==> config.mk <==
export PLATFORM = sky130hd
export DESIGN_NAME = instr_fetch_ctrl_flat
export DESIGN_NICKNAME = d
export VERILOG_FILES = /design/src/rtl/fetch_pkg.sv /design/src/rtl/instr_fetch_ctrl_if.sv /design/src/rtl/fetch_addr_check.sv /design/src/rtl/instr_fetch_ctrl.sv /design/src/flat_wrapper.sv
export SDC_FILE = /design/constraint.sdc
export NUM_CORES = 1
export LEC_CHECK = 0
export CAP_MARGIN = 20
export CORE_UTILIZATION = 50
export CTS_CLUSTER_SIZE = 8
export DETAILED_ROUTE_END_ITERATION = 6
export PLACE_DENSITY = 0.86
export SKIP_LAST_GASP = 1
export SYNTH_ARGS = -nofsm -noshare
export SYNTH_HDL_FRONTEND = slang
export SYNTH_SLANG_ARGS = --single-unit
==> constraint.sdc <==
create_clock -name clk -period 4.5 [get_ports clk]
set_input_delay 0.9 -clock clk [delete_from_list [all_inputs] [get_ports clk]]
set_output_delay 0.9 -clock clk [all_outputs]
set_load 0.005 [all_outputs]
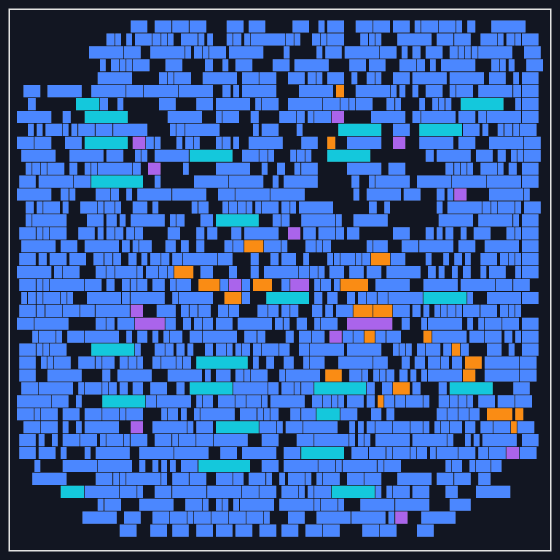
**Above:** run 1 (cells by drive strength).
_3 and _4 cells: shown in purple, cells 15, share 1.5%, most used buf_4. _0 and _1 cells: shown in blue, cells 909, share 94%, most used nand2_1. _2 cells: shown in orange, cells 22, share 2.3%, most used o221a_2. _6 and larger: shown in cyan, cells 24, share 2.5%, most used clkbuf_16.
area growth from synthesis to layout: 42.8%
fin area: 8900 um2
Setup WS post-layout: 0.828 ns
Non-clock buffers: 213

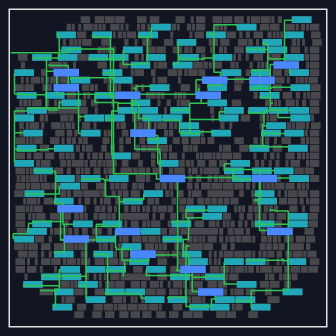
**Above:** run 1 (clock wires, drivers and flops).
flip-flops: shown in cyan, count 138. clock wires: shown in green, length 1660 um. clock drivers: shown in blue, count 17.
Position of the flops: all over the die. There are 18 routed clock nets.
Clock Skew: 0.0106 ns
Insertion Delay late pin: 0.42 ns

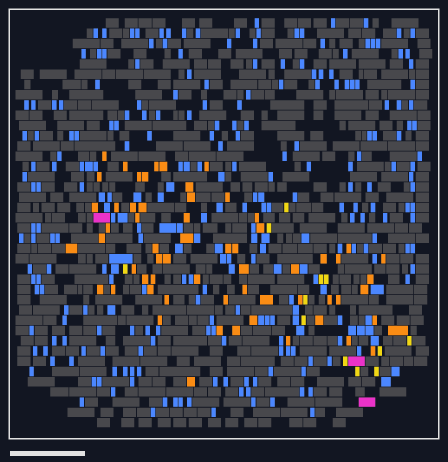
**Above:** run 1 (selected gate families).
The bar under the picture is 20 um long.
nor cells: shown in orange, cells 61, most used nor2_1. nand cells: shown in blue, cells 265, most used nand2_1, where all over the die. fa/ha/maj cells: shown in magenta, cells 3, most used ha_1. inv cells: shown in yellow, cells 12, most used inv_1.
most numerous logic cell after layout: nand2_1
non-filler cells, final: 1138
logic share of the area: 0.355

==> impl_metrics.ini, run 1 <==
; implementation run metrics
[timing]
fmax_ghz = 0.272
finalSetupViolCount = 0
finalSetupTns_ns = 0
relSlewSlack = 0.454

[setup_path]
worstPathArrival_ns = 2.77
worst-path-buf-inv = 1
crit_path_end_kind = output port
cp_slowest_cell = or4b_1
slowest_delay_ns = 0.59
cp_top_family = simple AND/OR/NAND/NOR gates

[detailed_routing]
drc = 6
ant_nets = 0

[finish]
fill_cells = 954
combGateArea_um2 = 3160

[floorplan]
die_x_um = 114

[power_and_ir_drop]
ir_drop_mv = 0.263

[yosys]
synth-async-reset-ratio = 0
synthCells = 789

[run_status]
violations = DRC
status = finished, violations left
==> run 1: where the power goes <==
part	switching (W)	internal, W	leakage [nW]
clock	0.000502	0.000968	0.308
combinational	0.000192	0.000205	1.55
sequential	0.0000885	0.00126	1.12
total	0.000783	0.00243	2.97
==> run 1: worst reg2reg max path: cells and delay by family, from the launching register on <==
family / cells / cell delay, ns
compound gates: 2 / 0.42
simple gates: 3 / 1.04
flops: 1 / 0.62
buf+inv: 3 / 0.64
==> run 1: cell usage after synthesis (3+ instances only) <==
library cell  number  area [um2]
a22oi_1            3        22.5
or3_1              6        37.5
a21oi_1           94         470
buf_2             17        85.1
and3_1            10        62.6
inv_1             11        41.3
nand2b_1           4        25.0
clkbuf_1          41         154
and2_1             7        43.8
o211ai_1           5        37.5
o41ai_1            3        26.3
o221a_2            6        67.6
o22ai_1            8        50.1
buf_6              3        33.8
o21ai_0           20         100
a211oi_1           8        60.1
buf_1              3        11.3
nand3_1           20         100
o31a_1             3        26.3
nor3_1            16        80.1
ha_1               3        37.5
nor4_1            10        62.6
mux2i_1           36         360
nor2_1            29         109
nand2_1          224         841
nand4_1           13        81.3
dfxtp_1          138        2760
==> run 1: through the flow <==
| stage | power (W) | util | hold slack (ns) |
|---|---|---|---|
| after floorplan | 0.00156 | - | 0.451 |
| after global placement | 0.00176 | 0.686 | 0.441 |
| after detailed placement | 0.00176 | 0.686 | 0.446 |
| after CTS | 0.00322 | 0.738 | 0.454 |
| after global routing | 0.00333 | 0.738 | 0.466 |
| final | 0.00322 | 0.738 | 0.452 |
==> run 1: area by class of cell <==
type | instances | area share
Multi-Input combinational cell | 575 | 0.355
Sequential cell | 138 | 0.311
Timing Repair Buffer | 213 | 0.236
Clock buffer | 24 | 0.0541
Tap cell | 168 | 0.0236
Clock inverter | 8 | 0.0158
Inverter | 12 | 0.00506
==> run 1: cells by family after synthesis <==
kind of cell             share of synthesized area
buffers and inverters                       0.0528
flip-flops                                   0.443
adder cells (fa/ha/maj)                    0.00602
multiplexers                                0.0578
XOR/XNOR                                   0.00281
AND/OR/NAND/NOR                              0.255
AND-OR/OR-AND                                0.182
==> run 1: layer usage <==
metal | vias up | wire, um | part of all wire
li1 | 3093 | - | -
met1 | 3022 | 7640 | 0.40
met2 | 344 | 8940 | 0.47
met3 | 44 | 1900 | 0.10
met4 | 0 | 516 | 0.027
met5 | - | 0 | 0
==> run 1: layout by cell type (no fill, tap or decap), drive strengths merged, types with 4 or more instances in the layout <==
cell type      synthesis  routed
a211oi                 8       8
a21oi                 94      94
and2                   7       7
and3                  10      10
buf                   23      13
bufinv                 0       4
clkbuf                41      24
clkdlybuf4s50          0     200
clkinv                 0       4
dfxtp                138     138
inv                   12      12
mux2i                 36      36
nand2                224     224
nand2b                 4       4
nand3                 21      21
nand4                 14      14
nor2                  29      29
nor3                  18      18
nor4                  10      10
o211ai                 5       5
o21ai                 21      21
o221a                  6       6
o22ai                  8       8
or3                    7       7
## Run 2: what changed since run 1
--- a/config.mk
+++ b/config.mk
@@ -6,10 +6,10 @@
 export NUM_CORES = 1
 export LEC_CHECK = 0
 export CAP_MARGIN = 20
-export CORE_UTILIZATION = 50
+export CORE_UTILIZATION = 42
 export CTS_CLUSTER_SIZE = 8
 export DETAILED_ROUTE_END_ITERATION = 6
-export PLACE_DENSITY = 0.86
+export PLACE_DENSITY = 0.77
 export SKIP_LAST_GASP = 1
 export SYNTH_ARGS = -nofsm -noshare
 export SYNTH_HDL_FRONTEND = slang
==> constraint.sdc (replaced) <==
create_clock -name clk -period 3 [get_ports clk]
set_input_delay 0.6 -clock clk [delete_from_list [all_inputs] [get_ports clk]]
set_output_delay 0.6 -clock clk [all_outputs]
set_load 0.005 [all_outputs]
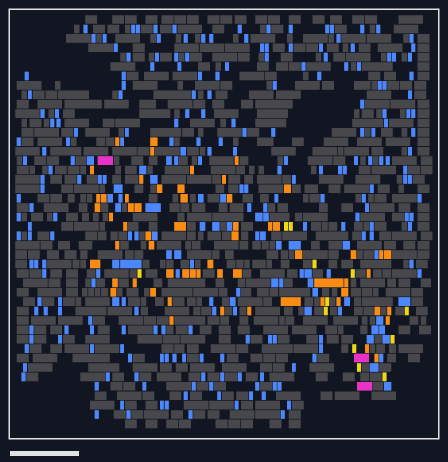
**Above:** run 2 (selected gate families).
The bar under the picture is 20 um long.
nor cells: shown in orange, cells 61, most used nor2_1. fa/ha/maj cells: shown in magenta, cells 3, most used ha_1. inv cells: shown in yellow, cells 12, most used inv_1. nand cells: shown in blue, cells 265, most used nand2_1, where all over the die.
logic share of the area: 0.342
non-filler cells, final: 1189

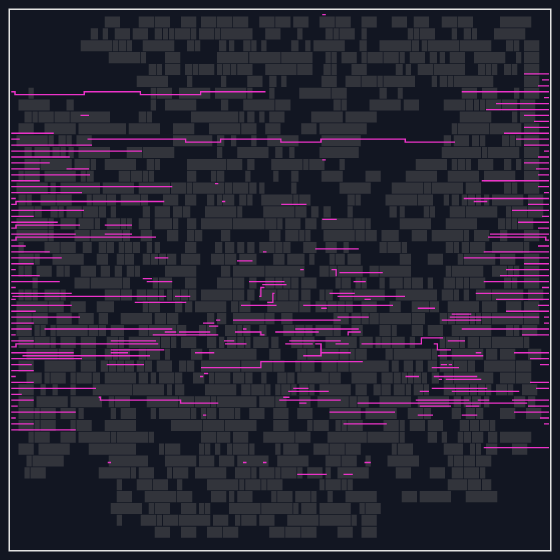
**Above:** run 2 (M3 wires).
The wires run mostly horizontal. The layer carries 1840 um of wire.
DR vias: 6528
met3 GRT Util: 0.0769
Post-Route WL: 19.9 mm

==> impl_metrics.ini, run 2 <==
; implementation run metrics
[global_routing]
antenna_found_initial = 0

[detailed_routing]
drc = 0
ant_nets = 0

[yosys]
synth-main-ff-cell = dfxtp_1
largest_area_cell = dfxtp_1
synthCells = 789
synth-async-reset-ratio = 0
synth.most_common_cell = nand2_1
yosys-top-cells-area = dfxtp_1, nand2_1, a21oi_1
common_cells = nand2_1, dfxtp_1, a21oi_1, clkbuf_1, mux2i_1
yosysTopAreaCellShare = 0.443

[floorplan]
die_x_um = 124

[timing]
fmax_ghz = 0.354
finalSetupTns_ns = 0
relSlewSlack = 0.395
finalSetupViolCount = 0
skew_ns = 0.00477

[finish]
fill_cells = 1252
final_cell_area_um2 = 9300
lay_top_cells = nand2_1, clkdlybuf4s50_1, dfxtp_1, a21oi_1, buf_4
area_delta_synth_final_pct = 49.2
combGateArea_um2 = 3180
layout.cells.most_common = nand2_1

[setup_path]
crit_path_end_kind = output port
cp_top_family = simple AND/OR/NAND/NOR gates
worstPathArrival_ns = 2.23

[power_and_ir_drop]
clockPowerShare = 0.465
switchingPower_w = 0.00125
ir_drop_mv = 0.498
combinationalPowerShare = 0.153
seqPwrFrac = 0.382
sw_frac_of_total = 0.246
p_int_w = 0.00383

[clock_network]
clk_latency_ns = 0.42
ctsRootBufferMaster = clkbuf_16
cts_tree = yes

[run_status]
status = completed

[flow_run]
drv_cap = 0
## run 2: cell count changes in the layout (fill, tap and decap cells not counted), moves of 2 or more
cell / delta
buf_12: +4
buf_4: +31
clkbuf_1: -4
clkinvlp_4: +2
## run 2: area by class of cell
cell class,instances,area share
multi-input cells,575,0.342
flip-flops and latches,138,0.297
repair buffers,248,0.259
clock buffers,21,0.0517
well taps,184,0.0248
clock inverters,11,0.0203
inverters,12,0.00485
## run 2: per-layer routing
metal,up-vias,share of wire,global-route usage
met4,0,0.020,0.105
li1,3157,-,-
met1,3028,0.40,0.318
met5,-,0,0
met3,36,0.092,0.0769
met2,307,0.48,0.433
## run 2: timing repair
item | 4_1_cts | 5_1_grt
setup buffers | 2 | 0
resized | 4 | 0
endpoints found under the hold margin | 0 | 0
endpoints found under the setup margin | 1 | 0
## run 2: power by group through the flow
stage          Sequential [W]  Combinational (W)  Clock [W]
4_1_cts               0.00194           0.000767    0.00239
2_1_floorplan         0.00199           0.000345          0
6_report              0.00194           0.000775    0.00236
3_5_place_dp          0.00198           0.000743          0
3_3_place_gp          0.00198           0.000736          0
5_1_grt               0.00194           0.000827    0.00249
## run 2: logic make-up after synthesis
family          share of synthesized area
compound gates                      0.182
fa+ha+maj                         0.00602
buf+inv                            0.0528
xor+xnor                          0.00281
simple gates                        0.255
mux                                0.0578
flops                               0.443
## run 2: per-stage QoR
| stage | power [W] | setup WS, ns | cells | hold WS, ns | utilization |
|---|---|---|---|---|---|
| final | 0.00508 | 0.174 | 1189 | 0.450 | 0.642 |
| after global routing | 0.00526 | 0.0969 | 1189 | 0.471 | 0.642 |
| after CTS | 0.00510 | 0.240 | 1189 | 0.453 | 0.642 |
| after detailed placement | 0.00272 | 0.293 | 1155 | 0.445 | 0.593 |
| after global placement | 0.00271 | 0.324 | 1155 | 0.441 | 0.593 |
| after floorplan | 0.00234 | 0.860 | 789 | 0.451 | - |
## run 2: worst register-to-register path: cells and delay by family (launching register included)
kind	cells	cell delay [ns]
AOI/OAI and AO/OA	2	0.40
buffers and inverters	1	0.22
DFF	1	0.43
and+or+nand+nor	3	1.09
No activity file was given, so power comes from the tool's default toggle rates.
